**config.mk**
```make
export PLATFORM = sky130hd
export DESIGN_NAME = i2s_rx_16lj32_regen_flat
export DESIGN_NICKNAME = d
export VERILOG_FILES = /design/src/rtl/i2s_rx_16lj32_regen_if.sv /design/src/rtl/i2s_rx_16lj32_regen.sv /design/src/flat_wrapper.sv
export SDC_FILE = /design/constraint.sdc
export NUM_CORES = 1
export LEC_CHECK = 0
export ABC_AREA = 1
export CORE_UTILIZATION = 60
export CTS_CLUSTER_DIAMETER = 30
export DETAILED_ROUTE_END_ITERATION = 7
export PLACE_DENSITY = 0.87
export SLEW_MARGIN = 20
export SYNTH_ARGS = -nofsm -noshare
export SYNTH_HDL_FRONTEND = slang
export SYNTH_SLANG_ARGS = --single-unit
```
**constraint.sdc**
```tcl
create_clock -name mck -period 2.4 [get_ports mck]
set_input_delay 0.36 -clock mck [delete_from_list [all_inputs] [get_ports mck]]
set_output_delay 0.36 -clock mck [all_outputs]
set_load 0.02 [all_outputs]
```
**src/rtl/i2s_rx_16lj32_regen_if.sv**
```systemverilog
// rtl/i2s_rx_16lj32_regen_if.sv - I2S input / 16LJ output signal bundle
// Purpose: groups the external I2S inputs and the regenerated 16LJ outputs.
// Signals:
//   ext_bck, ext_lrck, ext_data - asynchronous I2S input (lrck low = left)
//   bck_701, lrck_701, data_701 - regenerated 16LJ 32fs output (lrck high = left)
//   locked                      - input frame structure valid
// Modports:
//   master - I2S source / output sink side
//   slave  - receiver/regenerator side
interface i2s_rx_16lj32_regen_if;
  logic ext_bck;
  logic ext_lrck;
  logic ext_data;
  logic bck_701;
  logic lrck_701;
  logic data_701;
  logic locked;

  modport master (
    output ext_bck, ext_lrck, ext_data,
    input  bck_701, lrck_701, data_701, locked
  );

  modport slave (
    input  ext_bck, ext_lrck, ext_data,
    output bck_701, lrck_701, data_701, locked
  );
endinterface

```
**src/rtl/i2s_rx_16lj32_regen.sv**
```systemverilog
// rtl/i2s_rx_16lj32_regen.sv - Oversampling I2S receiver and 16LJ 32fs regenerator
// Purpose: oversamples an external I2S stream on mck, captures the top 16 bits
//   of each channel and re-emits complete frames as 16-bit left-justified 32fs.
// Ports:
//   mck   - system clock, at least 4x ext_bck
//   rst_n - synchronous active-low reset
//   bus   - slave modport: ext_bck/ext_lrck/ext_data in,
//           bck_701/lrck_701/data_701/locked out
module i2s_rx_16lj32_regen #(
  parameter int HALF_BCK    = 8,
  parameter int TIMEOUT     = 1024,
  parameter int LOCK_FRAMES = 2
) (
  input  logic                  mck,
  input  logic                  rst_n,
  i2s_rx_16lj32_regen_if.slave  bus
);
  localparam int PHW = $clog2(2 * HALF_BCK);
  localparam int TW  = $clog2(TIMEOUT + 1);
  localparam int CW  = $clog2(LOCK_FRAMES + 1);

  // Two-stage synchronizers; stage [1] is the usable value.
  logic [1:0]    bck_s_q, lr_s_q, dat_s_q;
  logic          bck_prev_q;

  // Receiver state. sr holds the previous 31 bits; the incoming bit completes
  // the 32-bit window, so the oldest bit never needs to be stored.
  logic [30:0]   sr_q, sr_d;
  logic          lr_q, lr_d;
  logic [5:0]    n_q, n_d;
  logic [15:0]   l_in_q, l_in_d;
  logic          left_ok_q, left_ok_d;
  logic [31:0]   frame_q, frame_d;
  logic [CW-1:0] cnt_q, cnt_d;
  logic [TW-1:0] idle_q, idle_d;

  // Output generator state.
  logic [PHW-1:0] ph_q, ph_d;
  logic [4:0]     bit_q, bit_d;
  logic [31:0]    out_q, out_d;
  logic           bck_o_q, bck_o_d;
  logic           lrck_o_q, lrck_o_d;
  logic           data_o_q, data_o_d;

  logic        bck_rise;
  logic        lr_change;
  logic [31:0] sr_shift;
  logic [5:0]  shift_amt;
  logic [15:0] word16;
  logic        half_valid;
  logic        locked_w;
  logic        frame_start;
  logic [31:0] cur_buf;

  assign bck_rise   = bck_s_q[1] & ~bck_prev_q;
  assign lr_change  = lr_s_q[1] != lr_q;
  assign sr_shift   = {sr_q, dat_s_q[1]};
  // N = n+1 and the word occupies sr[N-1 -: 16], i.e. shift right by N-16.
  assign half_valid = (n_q >= 6'd15) && (n_q <= 6'd31);
  assign shift_amt  = n_q - 6'd15;
  assign word16     = 16'(sr_shift >> shift_amt);
  assign locked_w   = (cnt_q == CW'(LOCK_FRAMES));

  assign frame_start = (ph_q == '0) && (bit_q == 5'd0);
  // The buffer loaded at frame start must already drive bit 0 on that edge.
  assign cur_buf     = frame_start ? (locked_w ? frame_q : 32'd0) : out_q;

  always_comb begin
    sr_d      = sr_q;
    lr_d      = lr_q;
    n_d       = n_q;
    l_in_d    = l_in_q;
    left_ok_d = left_ok_q;
    frame_d   = frame_q;
    cnt_d     = cnt_q;
    idle_d    = idle_q;

    if (bck_rise) begin
      sr_d   = sr_shift[30:0];
      lr_d   = lr_s_q[1];
      idle_d = '0;
      if (lr_change) begin
        n_d = 6'd0;
        if (!half_valid) begin
          cnt_d = '0;
        end
        if (lr_s_q[1]) begin
          l_in_d    = word16;
          left_ok_d = half_valid;
        end else if (half_valid && left_ok_q) begin
          frame_d = {l_in_q, word16};
          if (cnt_q != CW'(LOCK_FRAMES)) begin
            cnt_d = cnt_q + CW'(1);
          end
        end
      end else if (n_q != 6'd63) begin
        n_d = n_q + 6'd1;
      end
    end else if (idle_q != TW'(TIMEOUT)) begin
      idle_d = idle_q + TW'(1);
    end

    if (idle_d == TW'(TIMEOUT)) begin
      cnt_d = '0;
    end

    ph_d  = (ph_q == PHW'(2 * HALF_BCK - 1)) ? '0 : ph_q + PHW'(1);
    bit_d = (ph_q == PHW'(2 * HALF_BCK - 1)) ? bit_q + 5'd1 : bit_q;
    out_d = cur_buf;
    bck_o_d  = (ph_q >= PHW'(HALF_BCK));
    lrck_o_d = ~bit_q[4];
    // L[15-bit] for bits 0..15 and R[31-bit] for 16..31 both equal buf[31-bit].
    data_o_d = cur_buf[~bit_q];
  end

  always_ff @(posedge mck) begin
    if (!rst_n) begin
      bck_s_q    <= '0;
      lr_s_q     <= '0;
      dat_s_q    <= '0;
      bck_prev_q <= 1'b0;
      sr_q       <= '0;
      lr_q       <= 1'b0;
      n_q        <= '0;
      l_in_q     <= '0;
      left_ok_q  <= 1'b0;
      frame_q    <= '0;
      cnt_q      <= '0;
      idle_q     <= '0;
      ph_q       <= '0;
      bit_q      <= '0;
      out_q      <= '0;
      bck_o_q    <= 1'b0;
      lrck_o_q   <= 1'b1;
      data_o_q   <= 1'b0;
    end else begin
      bck_s_q    <= {bck_s_q[0], bus.ext_bck};
      lr_s_q     <= {lr_s_q[0], bus.ext_lrck};
      dat_s_q    <= {dat_s_q[0], bus.ext_data};
      bck_prev_q <= bck_s_q[1];
      sr_q       <= sr_d;
      lr_q       <= lr_d;
      n_q        <= n_d;
      l_in_q     <= l_in_d;
      left_ok_q  <= left_ok_d;
      frame_q    <= frame_d;
      cnt_q      <= cnt_d;
      idle_q     <= idle_d;
      ph_q       <= ph_d;
      bit_q      <= bit_d;
      out_q      <= out_d;
      bck_o_q    <= bck_o_d;
      lrck_o_q   <= lrck_o_d;
      data_o_q   <= data_o_d;
    end
  end

  assign bus.bck_701  = bck_o_q;
  assign bus.lrck_701 = lrck_o_q;
  assign bus.data_701 = data_o_q;
  assign bus.locked   = locked_w;
endmodule
```
**src/flat_wrapper.sv**
```systemverilog
// flat-port wrapper written by rule: the top's interface ports become plain ports
module i2s_rx_16lj32_regen_flat 
#(
  parameter int HALF_BCK    = 8,
  parameter int TIMEOUT     = 1024,
  parameter int LOCK_FRAMES = 2
)
  (mck, rst_n, bus_ext_bck, bus_ext_lrck, bus_ext_data, bus_bck_701, bus_lrck_701, bus_data_701, bus_locked);
  i2s_rx_16lj32_regen_if bus_i ();
  input  logic mck;
  input  logic rst_n;
  input wire logic [$bits(bus_i.ext_bck)-1:0] bus_ext_bck;
  input wire logic [$bits(bus_i.ext_lrck)-1:0] bus_ext_lrck;
  input wire logic [$bits(bus_i.ext_data)-1:0] bus_ext_data;
  output wire logic [$bits(bus_i.bck_701)-1:0] bus_bck_701;
  output wire logic [$bits(bus_i.lrck_701)-1:0] bus_lrck_701;
  output wire logic [$bits(bus_i.data_701)-1:0] bus_data_701;
  output wire logic [$bits(bus_i.locked)-1:0] bus_locked;
  assign bus_i.ext_bck = bus_ext_bck;
  assign bus_i.ext_lrck = bus_ext_lrck;
  assign bus_i.ext_data = bus_ext_data;
  assign bus_bck_701 = bus_i.bck_701;
  assign bus_lrck_701 = bus_i.lrck_701;
  assign bus_data_701 = bus_i.data_701;
  assign bus_locked = bus_i.locked;
  i2s_rx_16lj32_regen #(.HALF_BCK(HALF_BCK), .TIMEOUT(TIMEOUT), .LOCK_FRAMES(LOCK_FRAMES)) u_core (.mck(mck), .rst_n(rst_n), .bus(bus_i));
endmodule
```
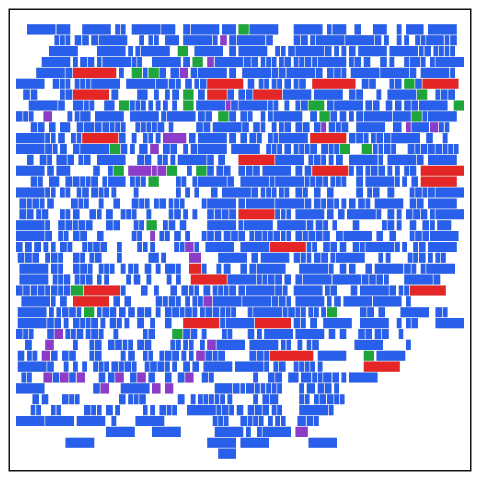
(images/sizes.png)
Drawn at 4 px/um.
_2 cells -> purple  # cells 32, share 2.8%
_6 and larger -> red  # cells 24, share 2.1%
_3 and _4 cells -> green  # cells 28, share 2.4%
_0 and _1 cells -> blue  # cells 1,076, share 93%

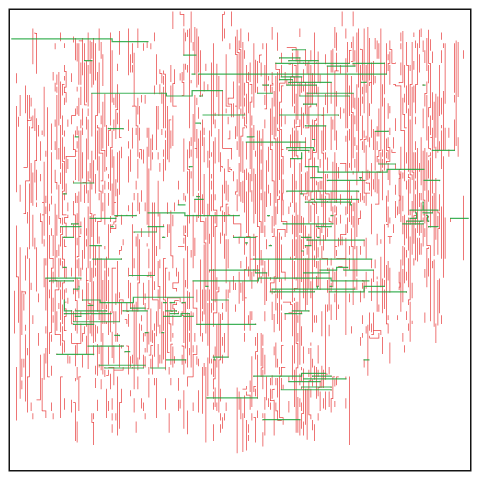
(images/wires.png)
Drawn at 4 px/um. Only two layers are drawn.
metal 3 -> green  # wire length 1,010 um
metal 2 -> red  # wire length 8,700 um
Wirelength per Cell: 13.9 um
Post-Route WL: 18.4 mm
total track usage: 29.5%
via count: 7,451

## where the power goes
part           switching (uW)  total (uW)  internal, uW
clock network            1060        2830          1770
logic                     381         569           188
registers                31.5        2580          2550
total                    1470        5980          4510
## worst max-delay path: stages (launching register included)
cell	delay, ns
dfxtp_1	0.36
ha_1	0.26
xor2_2	0.16
inv_2	0.39
nand3_1	0.19
nand2_1	0.11
nand2_1	0.05
nand2_1	0.07
nand2_1	0.05
nand2_1	0.08
nand2_1	0.11
a21oi_1	0.24
## per-layer routing
metal	track usage, %	vias to the layer above	routed length (um)
met3	6.91	57	1010
met5	0	-	0
met4	12.7	0	555
met1	36.4	3342	8130
li1	-	3790	-
met2	49.2	262	8700
==> results.txt <==
impl run done, here's what came out: ClkCell Share=7.41%, Top-area cell share=approximately 40%, tap cells=~170, largest area contributor in the synthesized netlist=dfxtp_1, Synth Area in Adders=under 10%, vias in the first global route=6,789, cts repair resizes=0, Placement Setup Slack=about 0.31 ns, Critical Path Source Type=register, non-filler cells, final=1,328, post-CTS setup buffers=0, number of port buffers=8, cell row count=40, Slew Limit Fails=0, 1st-iter DRT viols=approximately 630, Die Y=approximately 110 um, Multi-In Gates=851, CP Capture Type=register, first-pass GRT wire length=around 31 mm, #FFs+latches synth=approximately 150, worst flop-to-flop path startpoint=u_core.n_q[0]$_SDFFE_PN0P_, Worst VDD drop=around 0.6 mV, Filler cells=~1,100, CP max FO=31, global route overflow=0, Peak Freq=between 0.4 and 0.5 GHz, share of post-route cells with drive strength above 1=7.24%, Tmin final=between 2 and 2.5 ns, Layout Nets=between 1,000 and 1,500, Post-synth top cells=270 x nand2_1, 151 x dfxtp_1, 143 x nand3_1, 139 x o21ai_0, 119 x nor2_1, post-route worst setup slack=between 0.2 and 0.25 ns, Post-synth ARST share=0%, unrepaired setup endpoints after global routing=no, Critical Path Start=u_core.n_q[0]$_SDFFE_PN0P_, Top Ports=9, combinational share of cell area=between 40% and 50%, cells on worst reg2reg path=11, initial antenna violation count=0, CTS HTree Levels=4, Synth Warn #=0, FF+latch count=approximately 150, sequential fraction of the synthesis area=about 39%, cell area after layout=roughly 8400 sq um, total power=5980 uW, Clock Sinks=approximately 150, CP arrival=roughly 2.5 ns, Largest cells by area=dfxtp_1 39%, nand2_1 13%, nand3_1 9.3%, o21ai_0 9.1%, a21oi_1 7.2%, Rel. slew slack=between 50% and 60%, Worst Path Required=around 2.7 ns, setup TNS=0 ns, register area=3020 sq um, diode count=0, # setup viols final=0, largest net degree at the start of global routing=approximately 72, Max Cap Viol=0, Final HPWL DP=between 10 and 15 mm, core area=12,200 sq um, Post-synth EDFFs=0, Final GP Congestion=0.899, placed cell count=roughly 1,300, clkbuf count=21, count leader, synth=nand2_1, Tightest Pin Transition=0.607 ns, MI comb area=between 3000 and 4000 sq um, post-synth cell types=32, chip area in the Yosys report=around 7700 sq um, class of the worst hold path=in -> reg, ao+oa area frac=approximately 18%, commonest non-fill, non-tap cell in the layout=nand2_1, Tool Warnings=29, number of buffers created by CTS=17, commonest cells after routing, fill and taps aside=270 x nand2_1, 151 x dfxtp_1, 143 x nand3_1, Antenna Violating Nets Remaining=0, cell area after synthesis=~7700 sq um, worst reg2reg path endpoint=u_core.frame_q[5]$_SDFFE_PN0P_, flop share of the area=about 36%, CTS tree=yes, ys cells=roughly 1,200, Min-Delay Endpoint=u_core.dat_s_q[0]$_SDFF_PN0_, top flop regs=u_core.frame_q x32, u_core.out_q x32, u_core.sr_q x31, non-clock inverter count=roughly 95, Power Dens Cells=approximately 710 nW/um^2, crit path to=u_core.frame_q[5]$_SDFFE_PN0P_, LEAKAGE=roughly 0.0035 uW, Cells after Synth=between 1,000 and 1,500, period utilisation layout=90.4%, Repair and plain buffers=31, area fraction in xor and xnor cells=less than 1%, mux contribution to synthesized area=0.131%, Post-Route Skew=~0.009 ns, Die W=115 um, status=finished clean, Synth Flop Type=dfxtp_1, chip area=13,200 sq um, first-pass iteration count of the detailed router=5, yosys simple share=between 30 and 40%, final hold vios=0, main kind of combinational logic by area=simple AND/OR/NAND/NOR gates, pre-placement core utilization=a little over three fifths, Root Buffer=clkbuf_16, area grow syn2layout=9.80%, Clock Pin Slew Worst Setup and Hold Paths=0.06 ns, Non-clock buffer share=between 3 and 4%, Latency at later pin=~0.43 ns, hold slack=0.413 ns, WHS Path Cells=4, vias per cell=about 5.6, core occupancy in the finished layout=68.9%, r2r setup slk=around 0.23 ns, Synthesized Nets=1,180, CTS Hold Buffers Added=0, maximum number of buffers from clock root to sink=2, placed instance area=7790 sq um, Mapped Avg Cell Area=6.56 sq um, DRC violations left=0, worst setup path class=reg -> reg
Power figures rest on the tool's default switching activity, not on a simulated workload.
